`config.mk`:
```
export PLATFORM = sky130hd
export DESIGN_NAME = alu_sequencer
export DESIGN_NICKNAME = d
export VERILOG_FILES = /design/src/rtl/alu_pkg.sv /design/src/rtl/alu_op_decode.sv /design/src/rtl/alu_sequencer.sv
export SDC_FILE = /design/constraint.sdc
export NUM_CORES = 1
export LEC_CHECK = 0
export ABC_AREA = 1
export CAP_MARGIN = 10
export CORE_MARGIN = 1
export CORE_UTILIZATION = 36
export CTS_CLUSTER_DIAMETER = 120
export DETAILED_ROUTE_END_ITERATION = 16
export GPL_TIMING_DRIVEN = 1
export PLACE_DENSITY = 0.76
export SETUP_SLACK_MARGIN = 0.05
export SYNTH_ARGS = -nofsm -noshare
export SYNTH_HDL_FRONTEND = slang
export SYNTH_SLANG_ARGS = --single-unit
```
`constraint.sdc`:
```
create_clock -name CLK -period 2 [get_ports CLK]
set_input_delay 0.4 -clock CLK [delete_from_list [all_inputs] [get_ports CLK]]
set_output_delay 0.4 -clock CLK [all_outputs]
set_load 0.03 [all_outputs]
```
`src/rtl/alu_pkg.sv`:
```
// Opcode constants and sequencer state encoding shared by the ALU front-end.
package alu_pkg;

  localparam logic [4:0] OP_SHL = 5'b00000;
  localparam logic [4:0] OP_ADD = 5'b00010;
  localparam logic [4:0] OP_SUB = 5'b00011;
  localparam logic [4:0] OP_MUL = 5'b00100;
  localparam logic [4:0] OP_DIV = 5'b00110;
  localparam logic [4:0] OP_AND = 5'b01000;
  localparam logic [4:0] OP_OR  = 5'b01100;
  localparam logic [4:0] OP_SHR = 5'b10000;
  localparam logic [4:0] OP_NOP = 5'b11111;

  typedef enum logic [2:0] {
    IDLE,
    ISSUE_LO,
    ISSUE_HI,
    CAP_LO,
    CAP_HI,
    RESP
  } seq_state_t;

  function automatic logic is_div_by_zero(input logic [4:0] op, input logic [3:0] b);
    return (op == OP_DIV) && (b == 4'h0);
  endfunction

endpackage

```
`src/rtl/alu_op_decode.sv`:
```
// Classifies an opcode as legal or not, and as needing one or two ALU halves.
module alu_op_decode
  import alu_pkg::*;
(
  input  logic [4:0] op,
  output logic       legal,
  output logic       two_half
);

  always_comb begin
    legal    = 1'b0;
    two_half = 1'b0;
    case (op)
      OP_ADD, OP_SUB, OP_MUL, OP_DIV: begin
        legal    = 1'b1;
        two_half = 1'b1;
      end
      OP_AND, OP_OR, OP_SHL, OP_SHR: begin
        legal    = 1'b1;
        two_half = 1'b0;
      end
      default: begin
        legal    = 1'b0;
        two_half = 1'b0;
      end
    endcase
  end

endmodule

```
`src/rtl/alu_sequencer.sv`:
```
// Request/response front-end that issues one or two halves to the registered
// 4-bit ALU and assembles the 8-bit result.
module alu_sequencer
  import alu_pkg::*;
(
  input  logic       CLK,
  input  logic       CLR,
  input  logic       req_valid,
  output logic       req_ready,
  input  logic [4:0] req_op,
  input  logic [3:0] req_a,
  input  logic [3:0] req_b,
  output logic       rsp_valid,
  input  logic       rsp_ready,
  output logic [7:0] rsp_data,
  output logic       rsp_err,
  output logic [3:0] alu_a,
  output logic [3:0] alu_b,
  output logic [4:0] alu_f,
  output logic       alu_v,
  input  logic [3:0] alu_y
);

  seq_state_t state;
  logic       op_legal;
  logic       op_two_half;
  logic       two_half_q;

  alu_op_decode u_decode (
    .op       (req_op),
    .legal    (op_legal),
    .two_half (op_two_half)
  );

  assign req_ready = (state == IDLE);

  // alu_y is registered by the ALU, so each capture happens one edge after
  // the ALU sampled the corresponding f/v; nothing here is combinational on alu_y.
  always_ff @(posedge CLK or negedge CLR) begin
    if (!CLR) begin
      state      <= IDLE;
      two_half_q <= 1'b0;
      rsp_valid  <= 1'b0;
      rsp_data   <= 8'h00;
      rsp_err    <= 1'b0;
      alu_a      <= 4'h0;
      alu_b      <= 4'h0;
      alu_f      <= OP_NOP;
      alu_v      <= 1'b0;
    end else begin
      case (state)
        IDLE: begin
          alu_v <= 1'b0;
          if (req_valid) begin
            if (op_legal && !is_div_by_zero(req_op, req_b)) begin
              alu_a      <= req_a;
              alu_b      <= req_b;
              alu_f      <= req_op;
              two_half_q <= op_two_half;
              state      <= ISSUE_LO;
            end else begin
              rsp_data  <= 8'h00;
              rsp_err   <= 1'b1;
              rsp_valid <= 1'b1;
              state     <= RESP;
            end
          end
        end
        ISSUE_LO: begin
          if (two_half_q) begin
            alu_v <= 1'b1;
            state <= ISSUE_HI;
          end else begin
            state <= CAP_LO;
          end
        end
        ISSUE_HI: begin
          rsp_data[3:0] <= alu_y;
          alu_v         <= 1'b0;
          state         <= CAP_HI;
        end
        CAP_HI: begin
          rsp_data[7:4] <= alu_y;
          rsp_err       <= 1'b0;
          rsp_valid     <= 1'b1;
          state         <= RESP;
        end
        CAP_LO: begin
          rsp_data  <= {4'h0, alu_y};
          rsp_err   <= 1'b0;
          rsp_valid <= 1'b1;
          state     <= RESP;
        end
        RESP: begin
          if (rsp_ready) begin
            rsp_valid <= 1'b0;
            state     <= IDLE;
          end
        end
        default: begin
          rsp_valid <= 1'b0;
          alu_v     <= 1'b0;
          state     <= IDLE;
        end
      endcase
    end
  end

endmodule

```
==> flow_metrics.py, run 1 <==
# Physical implementation metrics
metrics = {
    "critical_path": {
        "crit_path_max_incr_delay_ns": 0.67,
        "worstSetupPathType": "register to primary output",
        "worst-path-max-fanout": 2,
        "ff2ff_setup_slack_ns": 0.54,
        "critical_path.reg2reg.startpoint": "state[0]$_DFFE_PN0P_",
        "worstSetupEndpointType": "primary output",
        "cp.buffers_inverters": 1,
        "worstSetupStartpointType": "register",
        "crit_path_top_delay_cell": "clkdlybuf4s50_1",
        "path_delay_family": "buffers and inverters",
        "crit_end": "alu_f[1]",
        "critical_path.reg2reg.endpoint": "alu_b[1]$_DFFE_PN0P_",
        "timing.critical_path.cells": "clkdlybuf4s50_1",
        "arrival_ns": 1.48,
        "critical_path_cell_count": 1,
        "worst-endpoint-required_ns": 1.60,
        "cp-startpoint": "alu_f[1]$_DFFE_PN1P_",
    },
    "cells_and_area": {
        "area.share.combinational": 0.283,
        "clk_cell_area_share": 0.0291,
        "flop_area_um2": 707,
        "final-instance-count-excl-fill": 263,
        "antenna_cells": 0,
        "inverters_excl_clock": 17,
        "layout.clock_buffers": 4,
        "final_core_utilization": 0.549,
        "multi_input_comb_cells": 120,
        "signal_buffer_area_fraction": 0.250,
        "layout_cells_sized_above_1": 0.138,
        "area_growth_pct": 41.9,
        "n_fill_cell": 311,
        "signal_buffers": 48,
        "combGateArea_um2": 534,
        "num-nets-final": 239,
        "register_fraction_of_the_total_cell_area": 0.374,
        "largestClassByArea": "registers",
        "ff_count": 28,
    },
    "synthesis": {
        "syn_avg_cell_area_um2": 7.92,
        "yosysUniqueCellTypes": 16,
        "post-synth-top-area-cell": "dfrtp_1",
        "syn_nets": 189,
        "synth.yosys.num_cells": 168,
        "yosys_area_um2": 1330,
        "cell_count_after_synthesis": 168,
        "yosys-top-cells-count": "77 x nand2_1, 23 x dfrtp_1, 17 x nand3_1",
        "synth.ff_latch_count": 28,
        "synth-async-reset-ratio": 1.00,
        "netlist_area_um2": 1330,
        "yosys_warnings": 0,
        "netlist.area_leader.share": 0.432,
        "yosysSeqAreaShare": 0.531,
        "topCellsByArea": "dfrtp_1 43%, nand2_1 22%, dfstp_2 9.9%",
        "enable_flop_cells": 0,
    },
    "final_timing": {
        "report.final.slew_viol_count": 0,
        "final_hold_viol_count": 0,
        "fmaxAchievable_mhz": 531,
        "worstMarginPinSlew_ns": 0.360,
        "finalSetupViolations": 0,
        "final_critical_path_setup_slack_ns": 0.118,
        "max_slew_margin": 0.760,
        "final.setup.tns_ns": 0,
        "period_minus_slack_ns": 1.88,
        "final_min_period_over_clock_period": 0.941,
        "finalHoldWorstSlack_ns": 0.472,
        "skew_ns": 0.00441,
    },
    "grt": {
        "grt_max_degree": 29,
        "grt_util_met3": 0.0164,
        "grt_remaining_overflow": 0,
        "grt_first_pass_wirelength_mm": 5.32,
        "global_route.peak_usage_layer": "met2",
        "number_of_antenna_violations_at_the_first_check_in_global_routing": 0,
        "number_of_global_route_vias_before_repair": 1223,
        "grt.met2_usage": 0.291,
    },
    "run_status": {
        "outcome": "finished, final reports clean",
    },
    "worst_hold_path": {
        "hold_path_depth": 2,
        "min-delay-start": "alu_f[2]$_DFFE_PN1P_",
        "holdCritPathClass": "register to register",
        "holdPathEnd": "alu_f[2]$_DFFE_PN1P_",
    },
    "route": {
        "detail_route.drc_violations": 0,
        "route.detailed.vias_per_inst": 4.50,
        "drt_pass1_iterations": 4,
        "final_antenna_violating_net_count": 0,
        "met3WireLength_um": 55,
        "topRoutingLayerUsed": "met4",
        "wl_met2_mm": 1.47,
        "detail_route.iter0.violations": 43,
        "route.layer.met1.wl_mm": 1.41,
    },
    "job": {
        "total_tool_warning_count": 26,
        "drv.max_cap_violation_count": 0,
    },
    "floorplan": {
        "die_y_um": 62.8,
        "boundaryPins": 46,
        "effective_utilization_at_floorplan": 0.387,
        "die-width_um": 62.8,
        "core_um2": 3440,
        "tap-cell-count": 46,
        "die_area_um2": 3950,
    },
    "power": {
        "power_density_nw_per_um2": 1580,
        "top_power_group": "combinational cells",
        "power_w": 0.00299,
        "switching_power_w": 0.00134,
        "seq_power_share": 0.327,
        "power.share.clock": 0.114,
        "comb_power_share": 0.558,
        "ir_worst_vdd_mv": 0.616,
        "clockNetworkPower_w": 0.000342,
        "power.internal_w": 0.00165,
        "combinationalPower_w": 0.00167,
    },
    "clocking": {
        "cts_htree_levels": 1,
        "clkSlewWorstSetupHoldPaths_ns": 0.09,
        "postCtsResizedCells": 1,
        "numCtsBuffers": 3,
        "cts-root-buf": "clkbuf_8",
        "tritoncts": "done",
        "cts.path.max_buffers": 2,
        "clock.latency.late_pin_ns": 0.27,
        "clock_sinks": 28,
        "post-cts-setup-buffer-count": 0,
        "cts_hold_buf": 0,
    },
    "place": {
        "buffer_ports.inserted": 45,
        "dp_hpwl_mm": 2.26,
        "dpl_cell_area_um2": 1840,
        "routabilityCongestion": 0.820,
        "number_of_placed_instances_with_taps_included": 259,
        "dp_slack_ns": 0.128,
    },
}
## run 1: kinds of logic (layout without fill, tap and decap cells)
kind of cell	count (synthesis)	count (layout)	synth area share
AND/OR/NAND/NOR	113	113	0.375
flip-flops	28	28	0.531
buffers and inverters	20	69	0.0677
AND-OR/OR-AND	7	7	0.0263
## run 1: sequential cells by signal, summed over array words and instances (netlist names)
name and flops:
rsp_valid 1, alu_a 4, alu_v 1, rsp_data 8, state 3, rsp_err 1, alu_f 5, two_half_q 1
alu_b 4
## run 1: layout by cell type (no fill, tap or decap), drive strengths merged
cell and count:
clkdlybuf4s50 44, nand3 17, dfstp 5, clkbuf 4, inv 17, nand2 82
a21oi 1, nor2 14, dfrtp 23, o21ai 6, dlygate4sd2 1, buf 3
**Run 1: metal 2**

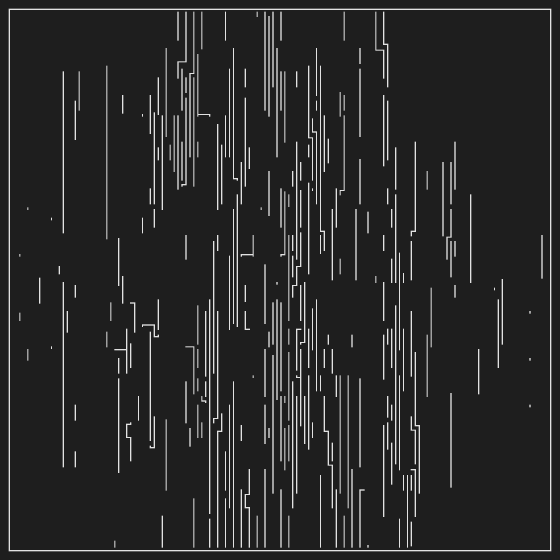
wire length on this layer = 1,470 um
longest straight run = 24.8 um
share of all routed wire = 49%

**Run 1: met1 routing**

Supply wires on this layer in grey.
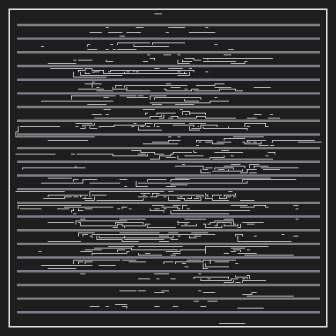
wire length on this layer = 1,410 um
longest straight run = 24.4 um
routed wire length: 2.99 mm
count of vias placed by the detailed router: 1,184
routing usage on met1: 0.211

**Run 1: wire density map**

Scale bar: 20 um. The die is cut into 13 by 13 equal tiles; dark purple is low, yellow is high, scaled to the fullest tile. Values are wire area over tile area, all layers added.
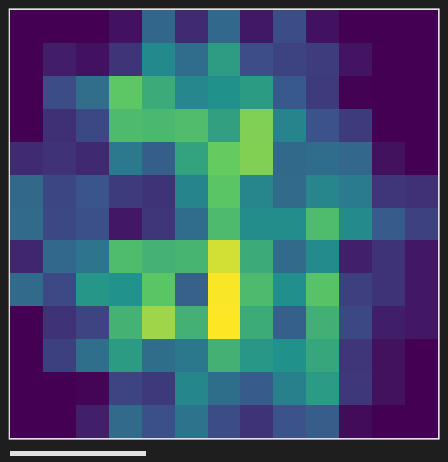
nearly empty tiles = 17%
fullest tile = 0.38
mean over tiles = 0.12
Avg WL per Cell: 11.3 um
Global Route Usage Sum: 0.169

## Run 2: what changed since run 1
--- a/config.mk
+++ b/config.mk
@@ -7,13 +7,16 @@
 export LEC_CHECK = 0
 export ABC_AREA = 1
 export CAP_MARGIN = 10
+export CELL_PAD_IN_SITES_DETAIL_PLACEMENT = 1
+export CELL_PAD_IN_SITES_GLOBAL_PLACEMENT = 2
 export CORE_MARGIN = 1
-export CORE_UTILIZATION = 36
+export CORE_UTILIZATION = 26
 export CTS_CLUSTER_DIAMETER = 120
 export DETAILED_ROUTE_END_ITERATION = 16
 export GPL_TIMING_DRIVEN = 1
-export PLACE_DENSITY = 0.76
+export PLACE_DENSITY = 0.92
 export SETUP_SLACK_MARGIN = 0.05
 export SYNTH_ARGS = -nofsm -noshare
 export SYNTH_HDL_FRONTEND = slang
+export SYNTH_HIERARCHICAL = 1
 export SYNTH_SLANG_ARGS = --single-unit
==> run 2 against run 1 <==
  * Non-clock buffer count grew 3
  * Clock power grew 33%
  * Total power grew 1.8%
  * Maximum frequency shrank 1.1%
==> flow_metrics.py, run 2 <==
# Physical implementation metrics
metrics = {
    "cells_and_area": {
        "combGateArea_um2": 539,
        "final_layout_top_logic_cells": "77 x nand2_1, 44 x clkdlybuf4s50_1, 23 x dfrtp_1",
        "layout.clock_buffers": 3,
        "inverters_excl_clock": 20,
        "num-nets-final": 248,
        "layout_cells_sized_above_1": 0.102,
        "area_growth_pct": 45.0,
        "final_core_utilization": 0.404,
        "reg_top3": "rsp_data: 8 flops, alu_f: 5 flops",
        "multi_input_comb_cells": 123,
        "largest_reg_flops": 8,
        "signal_buffers": 51,
        "antenna_cells": 0,
        "register_fraction_of_the_total_cell_area": 0.359,
        "flop_area_um2": 707,
    },
    "synthesis": {
        "synth.mux.area_fraction": 0,
        "post_synth_ao_oa_area_fraction": 0.0405,
        "synth.ff_latch_count": 28,
        "post-synth-top-area-cell": "dfrtp_1",
        "topCellsByArea": "dfrtp_1 42%, nand2_1 21%, dfstp_2 9.7%",
        "enable_flop_cells": 0,
        "synth.yosys.num_cells": 175,
        "cell_count_after_synthesis": 175,
    },
    "route": {
        "met3WireLength_um": 156,
        "detail_route.drc_violations": 0,
        "route.layer.met1.wl_mm": 1.62,
        "wl_met2_mm": 1.75,
        "avg_wl_per_cell_um": 12.2,
        "drt_pass1_iterations": 4,
        "num_vias": 1266,
    },
    "grt": {
        "number_of_global_route_vias_before_repair": 1267,
        "grt_first_pass_wirelength_mm": 5.99,
        "global_route.peak_usage_layer": "met2",
        "grt_util_met3": 0.0149,
        "grt_remaining_overflow": 0,
    },
    "power": {
        "power_density_nw_per_um2": 1550,
        "ir_worst_vdd_mv": 0.495,
        "combinationalPower_w": 0.00161,
        "power_w": 0.00305,
        "power.internal_w": 0.00171,
    },
    "floorplan": {
        "die_y_um": 74.3,
        "core_um2": 4880,
        "die_area_um2": 5520,
        "tap-cell-count": 67,
        "boundaryPins": 46,
        "effective_utilization_at_floorplan": 0.279,
        "die-width_um": 74.3,
    },
    "final_timing": {
        "period_minus_slack_ns": 1.90,
        "final_min_period_over_clock_period": 0.951,
        "finalHoldWorstSlack_ns": 0.474,
        "max_slew_margin": 0.699,
        "finalSetupViolations": 0,
    },
    "critical_path": {
        "cp.buffers_inverters": 1,
        "crit_end": "alu_f[4]",
        "worstSetupPathType": "register to primary output",
        "worst-endpoint-required_ns": 1.60,
        "worstSetupStartpointType": "register",
        "crit_path_max_incr_delay_ns": 0.68,
        "ff2ff_setup_slack_ns": 0.46,
        "critical_path_cell_count": 1,
        "worstSetupEndpointType": "primary output",
        "worst-path-max-fanout": 2,
    },
    "place": {
        "dp_hpwl_mm": 2.76,
        "number_of_placed_instances_with_taps_included": 289,
    },
    "worst_hold_path": {
        "hold_path_depth": 2,
        "min-delay-start": "alu_f[4]$_DFFE_PN1P_",
    },
    "run_status": {
        "outcome": "finished, final reports clean",
    },
    "clocking": {
        "cts.path.max_buffers": 2,
        "cts_htree_levels": 1,
        "cts-root-buf": "clkbuf_8",
        "clock_sinks": 28,
        "clkSlewWorstSetupHoldPaths_ns": 0.10,
        "clock.latency.late_pin_ns": 0.28,
    },
    "job": {
        "total_tool_warning_count": 26,
        "drv.max_cap_violation_count": 0,
    },
}
## run 2: cell types whose count changed after synthesis, sizes merged
cell	before	now
nor3	0	2
buf	3	4
a21oi	1	2
a31oi	0	1
inv	17	20
o21ai	6	7
nand3	17	19
nand2	82	78
## run 2: timing repair
| item | 4_1_cts | 5_1_grt |
|---|---|---|
| hold buffers | 0 | 0 |
| endpoints found under the setup margin | 1 | 1 |
| gates resized | 1 | 1 |
| cloned | 0 | 0 |
| pin swaps | 0 | 0 |
## run 2: logic make-up after synthesis
group / Yosys count
compound gates: 10
buf+inv: 24
flops: 28
simple gates: 113
## run 2: metrics by stage
step	TNS, ns	setup slack, ns
floorplan	0	0.689
global placement	0	0.126
detailed placement	-0.0164	-0.0164
CTS	0	0.0837
global route	0	0.0503
finish	0	0.0977
**Run 2: wire density map**

Scale bar: 20 um. The die is cut into 15 by 15 equal tiles; dark purple is low, yellow is high, scaled to the fullest tile. Values are wire area over tile area, all layers added.
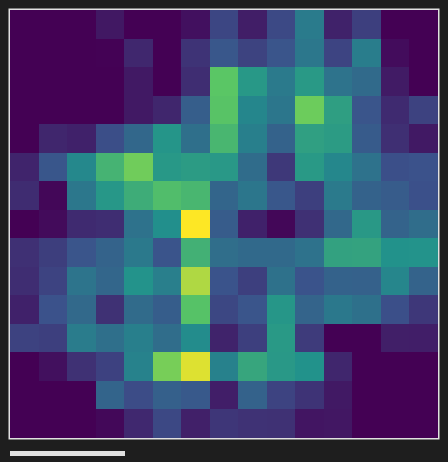
tiles over half the peak = 16%
emptiest ninth of the die = top left
fullest tile = 0.39
nearly empty tiles = 20%
densest ninth of the die = middle
mean over tiles = 0.10
routed wire length: 3.58 mm
Global Route Usage Sum: 0.142

## Run 3: what changed since run 2
--- a/config.mk
+++ b/config.mk
@@ -11,6 +11,7 @@
 export CELL_PAD_IN_SITES_GLOBAL_PLACEMENT = 2
 export CORE_MARGIN = 1
 export CORE_UTILIZATION = 26
+export CTS_BUF_LIST = sky130_fd_sc_hd__clkbuf_16
 export CTS_CLUSTER_DIAMETER = 120
 export DETAILED_ROUTE_END_ITERATION = 16
 export GPL_TIMING_DRIVEN = 1
==> run 3 against run 2 <==
  * Final cell count unchanged
  * Global-route usage up 0.54 points
  * Core utilization up 0.67 points
  * Clock skew decreased by 0.0016 ns
  * Non-clock buffer count is the same
==> flow_metrics.py, run 3 <==
# Physical implementation metrics
metrics = {
    "cells_and_area": {
        "multi_input_comb_cells": 123,
        "final_core_utilization": 0.411,
        "largest_reg_flops": 8,
        "antenna_cells": 0,
        "inverters_excl_clock": 20,
        "flop_area_um2": 707,
        "layout.clock_buffers": 3,
        "signal_buffers": 51,
        "area_growth_pct": 47.4,
        "num-nets-final": 248,
        "reg_top3": "rsp_data: 8 flops, alu_f: 5 flops",
        "combGateArea_um2": 539,
    },
    "grt": {
        "grt_first_pass_wirelength_mm": 6.11,
        "grt_remaining_overflow": 0,
        "number_of_global_route_vias_before_repair": 1301,
        "grt_usage": 0.147,
        "global_route.peak_usage_layer": "met2",
    },
    "critical_path": {
        "cp.buffers_inverters": 1,
        "crit_end": "alu_f[4]",
        "worstSetupStartpointType": "register",
        "worstSetupPathType": "register to primary output",
        "ff2ff_setup_slack_ns": 0.47,
        "worst-path-max-fanout": 2,
        "crit_path_max_incr_delay_ns": 0.68,
    },
    "synthesis": {
        "synth.ff_latch_count": 28,
        "post-synth-top-area-cell": "dfrtp_1",
        "cell_count_after_synthesis": 175,
        "topCellsByArea": "dfrtp_1 42%, nand2_1 21%, dfstp_2 9.7%",
        "synth.yosys.num_cells": 175,
    },
    "floorplan": {
        "tap-cell-count": 67,
        "die_y_um": 74.3,
        "die_area_um2": 5520,
        "effective_utilization_at_floorplan": 0.279,
        "die-width_um": 74.3,
        "boundaryPins": 46,
    },
    "final_timing": {
        "period_minus_slack_ns": 1.87,
        "final.setup.tns_ns": 0,
        "final_critical_path_setup_slack_ns": 0.127,
        "final_min_period_over_clock_period": 0.936,
        "finalSetupViolations": 0,
        "max_slew_margin": 0.684,
    },
    "route": {
        "met3WireLength_um": 146,
        "wl_met2_mm": 1.77,
        "route.layer.met1.wl_mm": 1.68,
        "detail_route.drc_violations": 0,
        "drt_pass1_iterations": 4,
        "avg_wl_per_cell_um": 12.4,
    },
    "power": {
        "power.share.clock": 0.189,
        "power_w": 0.00320,
        "combinationalPower_w": 0.00161,
        "power.internal_w": 0.00184,
        "power_density_nw_per_um2": 1590,
        "ir_worst_vdd_mv": 0.514,
        "cellLeakagePower_nw": 1.03,
    },
    "place": {
        "dp_hpwl_mm": 2.76,
        "number_of_placed_instances_with_taps_included": 289,
        "dp_slack_ns": -0.0164,
    },
    "job": {
        "total_tool_warning_count": 26,
        "drv.max_cap_violation_count": 0,
    },
    "clocking": {
        "cts-root-buf": "clkbuf_16",
        "clkSlewWorstSetupHoldPaths_ns": 0.07,
        "clock_sinks": 28,
    },
    "worst_hold_path": {
        "min-delay-start": "alu_f[4]$_DFFE_PN1P_",
    },
    "run_status": {
        "outcome": "finished, final reports clean",
    },
}
run 3: cell count changes in the layout (fill, tap and decap cells not counted):
cell,change
dlygate4sd2_1,+1
clkbuf_16,+3
clkdlybuf4s15_1,-1
clkbuf_8,-3
run 3: logic make-up (layout without fill, tap and decap cells):
kind of cell,Yosys count,count (layout),synth area share
and+or+nand+nor,113,113,0.356
DFF,28,28,0.520
buffers and inverters,24,75,0.0837
AOI/OAI and AO/OA,10,10,0.0405
run 3: timing repair:
item,in CTS,in global routing
setup endpoints to repair,1,0
hold buffers,0,0
gates resized,1,0
run 3: worst register-to-register path, cell delays in order, from the launching register on:
cell and delay [ns]:
dfrtp_1 0.42, buf_4 0.18, o21ai_0 0.28, nand2_1 0.08, inv_1 0.08, nand2_1 0.17, nand2_1 0.13, nand2_1 0.07
**Run 3: metal 2**

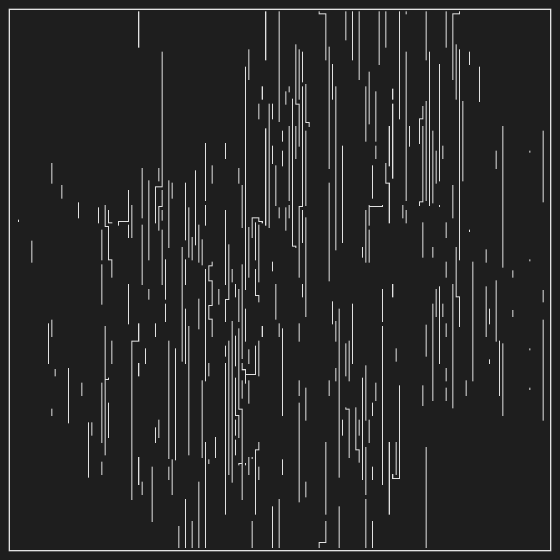
share of all routed wire = 49%
longest straight run = 30.6 um
global-route met2 utilization: 0.252
routed wire length: 3.65 mm
count of vias placed by the detailed router: 1,266


==> screenshots <==
Clock routing.
(a)
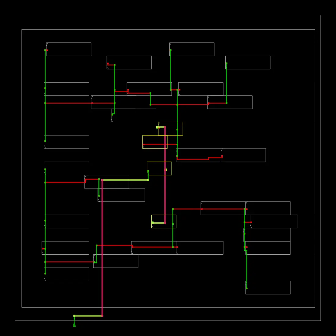
(b)
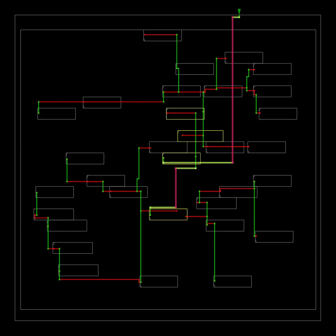
For run 3, see (b).
For run 1, see (a).

Power and IR drop assume default switching activity.
